## src/rtl/div_cu.sv

```systemverilog
// div_cu: control sequencer for the 4-bit restoring divider datapath div_dp.
// Runs LOAD, CHECK, then CNT_INIT x (SHIFT, TEST), and ends in DONE or ERR.
module div_cu #(
  parameter int unsigned CNT_INIT = 4,
  parameter int unsigned CNT_W    = 4
) (
  input  logic             CLK,
  input  logic             RST,
  input  logic             GO,
  input  logic             R_lt_Y,
  input  logic [CNT_W-1:0] cnt_out,
  input  logic             error,
  output logic             udCE,
  output logic             udLD,
  output logic             udUD,
  output logic             s0,
  output logic             s1,
  output logic             s2,
  output logic             rLD,
  output logic             rSL,
  output logic             rSR,
  output logic             xLD,
  output logic             xSL,
  output logic             xRightIn,
  output logic             yLD,
  output logic             DONE,
  output logic             ERR,
  output logic [2:0]       CS
);

  // The iteration counter must be able to hold its load value.
  if (CNT_INIT == 0 || CNT_INIT >= (64'd1 << CNT_W)) begin : g_bad_cnt_init
    $error("div_cu: CNT_INIT does not fit in CNT_W bits");
  end

  typedef enum logic [2:0] {
    ST_IDLE  = 3'd0,
    ST_LOAD  = 3'd1,
    ST_CHECK = 3'd2,
    ST_SHIFT = 3'd3,
    ST_TEST  = 3'd4,
    ST_DONE  = 3'd5,
    ST_ERR   = 3'd6
  } state_t;

  state_t state;
  state_t state_nxt;

  assign CS = state;

  // State register with synchronous reset.
  always_ff @(posedge CLK) begin
    if (RST) begin
      state <= ST_IDLE;
    end else begin
      state <= state_nxt;
    end
  end

  // Next-state and control decode; TEST also looks at R_lt_Y.
  always_comb begin
    state_nxt = ST_IDLE;
    udCE      = 1'b0;
    udLD      = 1'b0;
    udUD      = 1'b0;
    s0        = 1'b0;
    s1        = 1'b0;
    s2        = 1'b0;
    rLD       = 1'b0;
    rSL       = 1'b0;
    rSR       = 1'b0;
    xLD       = 1'b0;
    xSL       = 1'b0;
    xRightIn  = 1'b0;
    yLD       = 1'b0;
    DONE      = 1'b0;
    ERR       = 1'b0;

    case (state)
      ST_IDLE: begin
        state_nxt = GO ? ST_LOAD : ST_IDLE;
      end

      ST_LOAD: begin
        xLD       = 1'b1;
        yLD       = 1'b1;
        rLD       = 1'b1;
        udLD      = 1'b1;
        state_nxt = ST_CHECK;
      end

      ST_CHECK: begin
        state_nxt = error ? ST_ERR : ST_SHIFT;
      end

      ST_SHIFT: begin
        rSL       = 1'b1;
        udCE      = 1'b1;
        state_nxt = ST_TEST;
      end

      ST_TEST: begin
        xSL       = 1'b1;
        xRightIn  = ~R_lt_Y;
        rLD       = ~R_lt_Y;
        s0        = ~R_lt_Y;
        state_nxt = (cnt_out == '0) ? ST_DONE : ST_SHIFT;
      end

      ST_DONE: begin
        s1        = 1'b1;
        s2        = 1'b1;
        DONE      = 1'b1;
        state_nxt = GO ? ST_DONE : ST_IDLE;
      end

      ST_ERR: begin
        ERR       = 1'b1;
        state_nxt = GO ? ST_ERR : ST_IDLE;
      end

      default: begin
        state_nxt = ST_IDLE;
      end
    endcase
  end

endmodule

```

## config.mk

```make
export PLATFORM = sky130hd
export DESIGN_NAME = div_cu
export DESIGN_NICKNAME = d
export VERILOG_FILES = /design/src/rtl/div_cu.sv
export SDC_FILE = /design/constraint.sdc
export NUM_CORES = 1
export LEC_CHECK = 0
export CELL_PAD_IN_SITES_DETAIL_PLACEMENT = 2
export CELL_PAD_IN_SITES_GLOBAL_PLACEMENT = 2
export CORE_MARGIN = 3
export CORE_UTILIZATION = 14
export DETAILED_ROUTE_END_ITERATION = 16
export PLACE_DENSITY_LB_ADDON = 0.1
export SYNTH_ARGS = -nofsm -noshare
export SYNTH_HDL_FRONTEND = slang
export SYNTH_SLANG_ARGS = --single-unit
```

## constraint.sdc

```tcl
create_clock -name CLK -period 1.2 [get_ports CLK]
set_input_delay 0.12 -clock CLK [delete_from_list [all_inputs] [get_ports CLK]]
set_output_delay 0.12 -clock CLK [all_outputs]
set_load 0.02 [all_outputs]
```

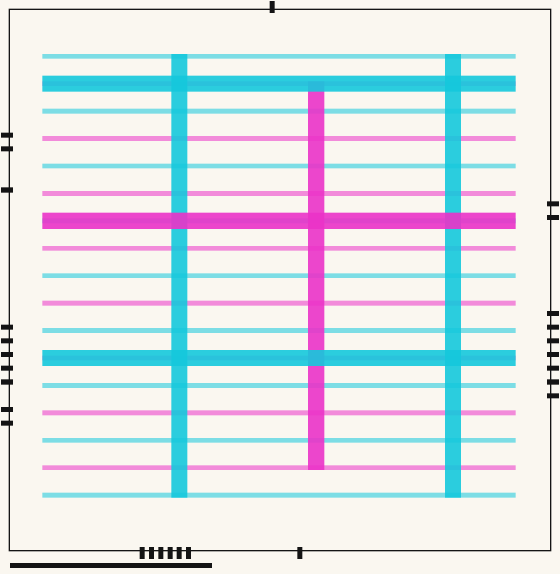
(run_1/power_grid.png)
The bar under the picture is 20 um long. Pins as bars on the die edge.
VSS: drawn in cyan. VDD: drawn in magenta.
The core has 16 rows. 27 signal pins sit on the boundary. 3 straps on met5.

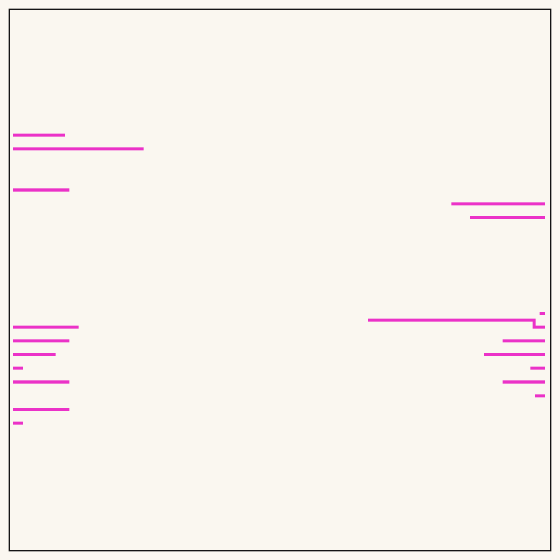
(run_1/layer_met3.png)
The longest straight run is 16.3 um. 19 nets have wire on it. The wires run mostly horizontal. The layer holds 8.2% of the routed length.

==> flow_summary.ini, run 1 <==
; physical design summary
[status]
status = complete, but fails checks
violations = negative setup slack

[clock_tree]
worstSkewPairLatency_ps = 230
clkTransAtPathRegs_ps = 40
cts_tree = yes
root_buffer = clkbuf_4

[power_and_ir_drop]
total_power_w = 0.000992
irDropWorstVdd_uv = 564
cellPowerDensity_nw_per_um2 = 1300

[routing]
viasPerCell = 3.89
drt-initial-drc-count = 2
drt-total-wl_mm = 1.22
drtPass1Iterations = 3

[timing]
finalCritPeriodShare_pct = 111
fin_crit_ps = 1340
setup_violations = 9
setup_slack_ps = -137

[floorplanning]
dieWidth_um = 53.6
core_um2 = 2040
die_h_um = 53.6
die-area_um2 = 2870

[grt]
grt_pass1_wl_mm = 2.08
grt_max_degree = 10
grt_usage_pct = 9.74
grt.overflow.total = 0
first_global_vias = 481
antenna_found_initial = 0

[yosys]
synth.top_cell.area_share_pct = 21.3
ys_seq_share_pct = 19.0
ys_cells = 43
postSynthCellCount = 43
yosysTopAreaCell = buf_4
ys_types = 20
ys.flops = 3

[critical_path]
path_max_fanout = 3
path_cells = nor2b_4 -> nand2_2 -> nor2_4 -> or2_4 -> buf_4
end_kind = output pin
worst_setup_path_start_kind = flip-flop

[placed_design]
detailed_place_hpwl_um = 979
dpl_worst_slack_ps = -390

[finish]
drive_gt1_share_pct = 65.9
lay_top_count = buf_4
fin_nets = 92
lay_top_cells = buf_4, buf_6, clkdlybuf4s50_1
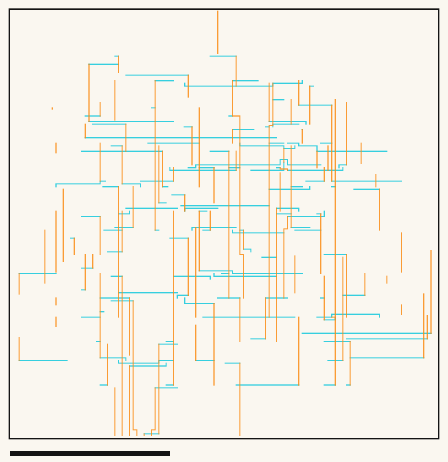
(run_1/wires.png)
The bar under the picture is 20 um long. Only two layers are drawn.
metal 1: drawn in cyan, wire length 475 um. metal 2: drawn in orange, wire length 642 um.
drt wl/cell: 11.2 um
vias post-DR: 424

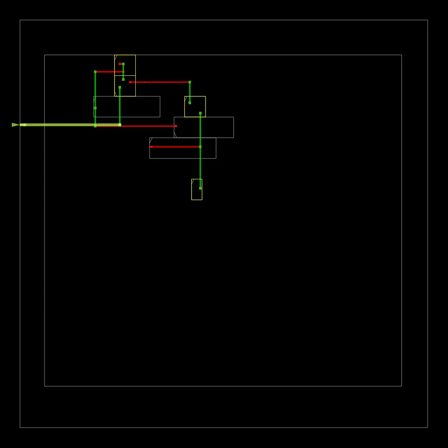
(run_1/clocks.png)
number of buffers created by CTS: 3
Post-Route Skew: 1.80 ps
clk sinks: 3

run 1: metal layers:
layer | vias to the layer above | track usage, % | wire, um
met1 | 196 | 10.3 | 474
met5 | - | 0 | 0
met3 | 0 | 2.77 | 99
met4 | 0 | 1.28 | 0
met2 | 19 | 19.2 | 641
li1 | 209 | - | -
run 1: path summary, 6_finish.rpt:
path	start	slack, ps	cells after the start	to
hold / removal	RST	470	2	CS[0]
setup reg to reg	CS[2]	-30	6	CS[2]
hold reg to reg	CS[1]	690	3	CS[2]
setup / recovery	CS[2]	-140	5	rLD
run 1: stage by stage:
step	hold WS, ps	util [%]	cells	setup TNS [ps]
2_1_floorplan	183	-	44	-35.7
3_3_place_gp	682	32.2	99	-3760
3_5_place_dp	680	32.2	99	-3760
4_1_cts	463	36.8	108	-801
5_1_grt	464	37.3	109	-1690
6_report	471	37.3	109	-707
run 1: layout make-up:
type,instances,area (um^2)
Fill cell,251,1280
Timing Repair Buffer,43,393
Tap cell,27,33.8
Clock buffer,4,26.3
Multi-Input combinational cell,29,225
Inverter,3,13.8
Sequential cell,3,68.8
run 1: critical path, delay by kind of cell, from the launching register on:
family        cells  cell delay, ps
simple gates      4             510
flops             1             330
buf+inv           1             160
run 1: Yosys cell counts:
| library cell | n |
|---|---|
| inv_1 | 2 |
| nand2_1 | 5 |
| o31a_1 | 1 |
| a21oi_1 | 2 |
| a31oi_2 | 1 |
| and2_4 | 1 |
| nor3_1 | 1 |
| nor2b_2 | 2 |
| dfxtp_1 | 3 |
| mux2_2 | 1 |
| nand2b_1 | 2 |
| a22oi_2 | 1 |
| nor4_2 | 1 |
| or2_1 | 1 |
| nor2_1 | 6 |
| inv_2 | 1 |
| conb_1 | 1 |
| o21ai_0 | 1 |
| o32a_1 | 1 |
| buf_4 | 9 |
run 1: cells by family after synthesis:
group | count (synthesis) | share of synthesized area, %
AOI/OAI and AO/OA | 7 | 18.6
buffers and inverters | 12 | 24.9
DFF | 3 | 19.0
muxes | 1 | 3.56
other | 1 | 1.18
and+or+nand+nor | 19 | 32.8
run 1: report_power, final:
group	total, W	switching (W)	internal, W
clock	0.000175	0.0000504	0.000125
sequential	0.000170	0.0000357	0.000135
combinational	0.000647	0.000314	0.000333
run 1: repair_timing:
item,in CTS,in global routing
endpoints found under the setup margin,18,18
hold buffers,0,0
resized,86,7
buffers inserted,5,2
endpoints found under the hold margin,0,0
pin swaps,4,1
==> run 1 -> run 2 <==
- GPL_TIMING_DRIVEN: default -> 0
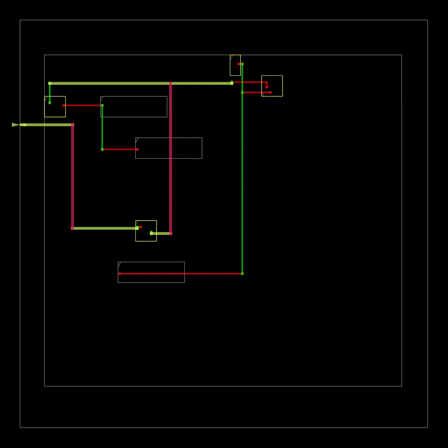
(run_2/clocks.png)
clk_lat worst skew: 250 ps
Layout clock buffers: 4

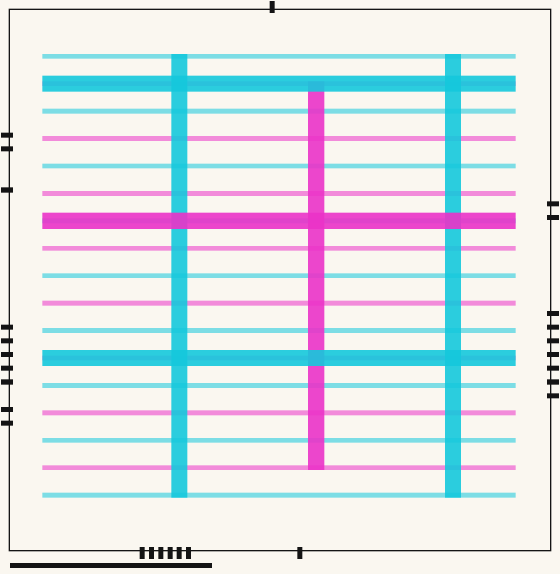
(run_2/power_grid.png)
The bar under the picture is 20 um long. Pins as bars on the die edge.
VSS: drawn in cyan. VDD: drawn in magenta.
27 signal pins sit on the boundary. 3 straps on met4.

==> run 2 against run 1 <==
The flow still finishes with violations (negative setup slack). Register-to-register slack better by 70 ps. Via count fell by 0.71%. Sequential power up about 10%. Combinational power grew 6.8%.
==> flow_summary.ini, run 2 <==
; physical design summary
[power_and_ir_drop]
irDropWorstVdd_uv = 581
p_sw_share_pct = 41.3
p_int_w = 0.000634
combPwrFrac_pct = 64.0
clockPowerShare_pct = 18.5
pwr-share-seq_pct = 17.5

[floorplanning]
die-area_um2 = 2870
die_h_um = 53.6

[finish]
lay_top_count = buf_6
lay_top_cells = buf_6, buf_4, clkdlybuf4s50_1
fin_nets = 91
utilization_pct = 38.2

[clock_tree]
cts_tree = yes

[grt]
grt.overflow.total = 0
grt_usage_pct = 10.4
grt_max_degree = 7
first_global_vias = 434

[routing]
wire_per_inst_um = 11.7
viasPerCell = 3.90
vias = 421

[min_path]
hold_path_end = CS[0]
worstHoldStart = RST

[timing]
setup_violations = 11
setup_slack_ps = -158
fin_crit_ps = 1360
clock_skew_ps = 11.9

[yosys]
synth-edff-count = 0
compound_area_share_pct = 18.6
top_cell = buf_4
yosys-top-cells-count = buf_4, nor2_1, nand2_1

[placed_design]
detailed_place_hpwl_um = 896
dp_cells = 95

[critical_path]
critical-path-top-delay-family = simple AND/OR/NAND/NOR gates
critPathBufInv = 1
r2r_cells = 5

[status]
status = complete, but fails checks
violations = negative setup slack
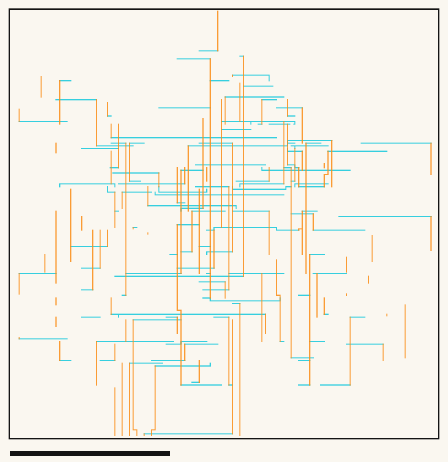
(run_2/wires.png)
The bar under the picture is 20 um long. Only two layers are drawn.
metal 1: drawn in cyan, wire length 512 um. metal 2: drawn in orange, wire length 585 um.

run 2: cell families after synthesis:
family	count (synthesis)
flip-flops	3
other	1
AND/OR/NAND/NOR	19
AND-OR/OR-AND	7
buffers and inverters	12
multiplexers	1
run 2: power by group through the flow:
stage | logic [W] | registers, W | clock network, W
2_1_floorplan | 0.000304 | 0.000199 | 0
3_3_place_gp | 0.000551 | 0.000179 | 0
3_5_place_dp | 0.000554 | 0.000180 | 0
4_1_cts | 0.000657 | 0.000177 | 0.000201
5_1_grt | 0.000739 | 0.000196 | 0.000229
6_report | 0.000691 | 0.000189 | 0.000200
run 2: worst reg2reg max path: stages, from the launching register on:
cell and delay (ps):
dfxtp_4 360, nor2b_4 140, and2_4 150, buf_6 110, a22oi_2 160, a31oi_2 110
run 2: area by class of cell:
| cell class | instances | share of cell area, % |
|---|---|---|
| inverters | 3 | 2.41 |
| clock buffers | 4 | 3.37 |
| plain buffers | 8 | 9.15 |
| flip-flops and latches | 3 | 9.15 |
| multi-input cells | 29 | 29.9 |
| well taps | 27 | 4.33 |
| repair buffers | 34 | 41.7 |
run 2: per-layer routing:
metal | share of wire, % | vias up | track usage, %
met5 | 0 | - | 0
met4 | 2.6 | 0 | 6.38
met3 | 11 | 4 | 5.82
met2 | 46 | 22 | 17.1
met1 | 40 | 188 | 9.98
li1 | - | 207 | -
run 2: how the worst max path moves through the flow:
| stage | startpoint | to | slack, ps | cells past startpoint |
|---|---|---|---|---|
| after floorplan | CS[0] | rLD | -20 | 4 |
| after global placement | CS[2] | rLD | -490 | 5 |
| after global routing | CS[2] | rLD | -260 | 5 |
| after detailed placement | CS[2] | rLD | -490 | 5 |
| final | CS[2] | rLD | -160 | 5 |
| after CTS | CS[0] | rLD | -170 | 6 |
run 2: through the flow:
step                      worst slack (ps)  total power (W)  setup TNS (ps)  hold WS (ps)
after floorplan                      -18.6         0.000503           -35.7           183
after global placement                -491         0.000730           -5010           590
after detailed placement              -494         0.000733           -5040           581
after CTS                             -173          0.00103           -1070           426
after global routing                  -256          0.00116           -1830           445
final                                 -158          0.00108            -911           430
run 2: repair_timing:
item                                    in CTS  in global routing
pin swaps                                    3                  2
hold buffers                                 0                  0
resized                                     87                 10
endpoints found under the setup margin      16                 15
setup buffers                                6                  4
Power figures rest on the tool's default switching activity, not on a simulated workload.
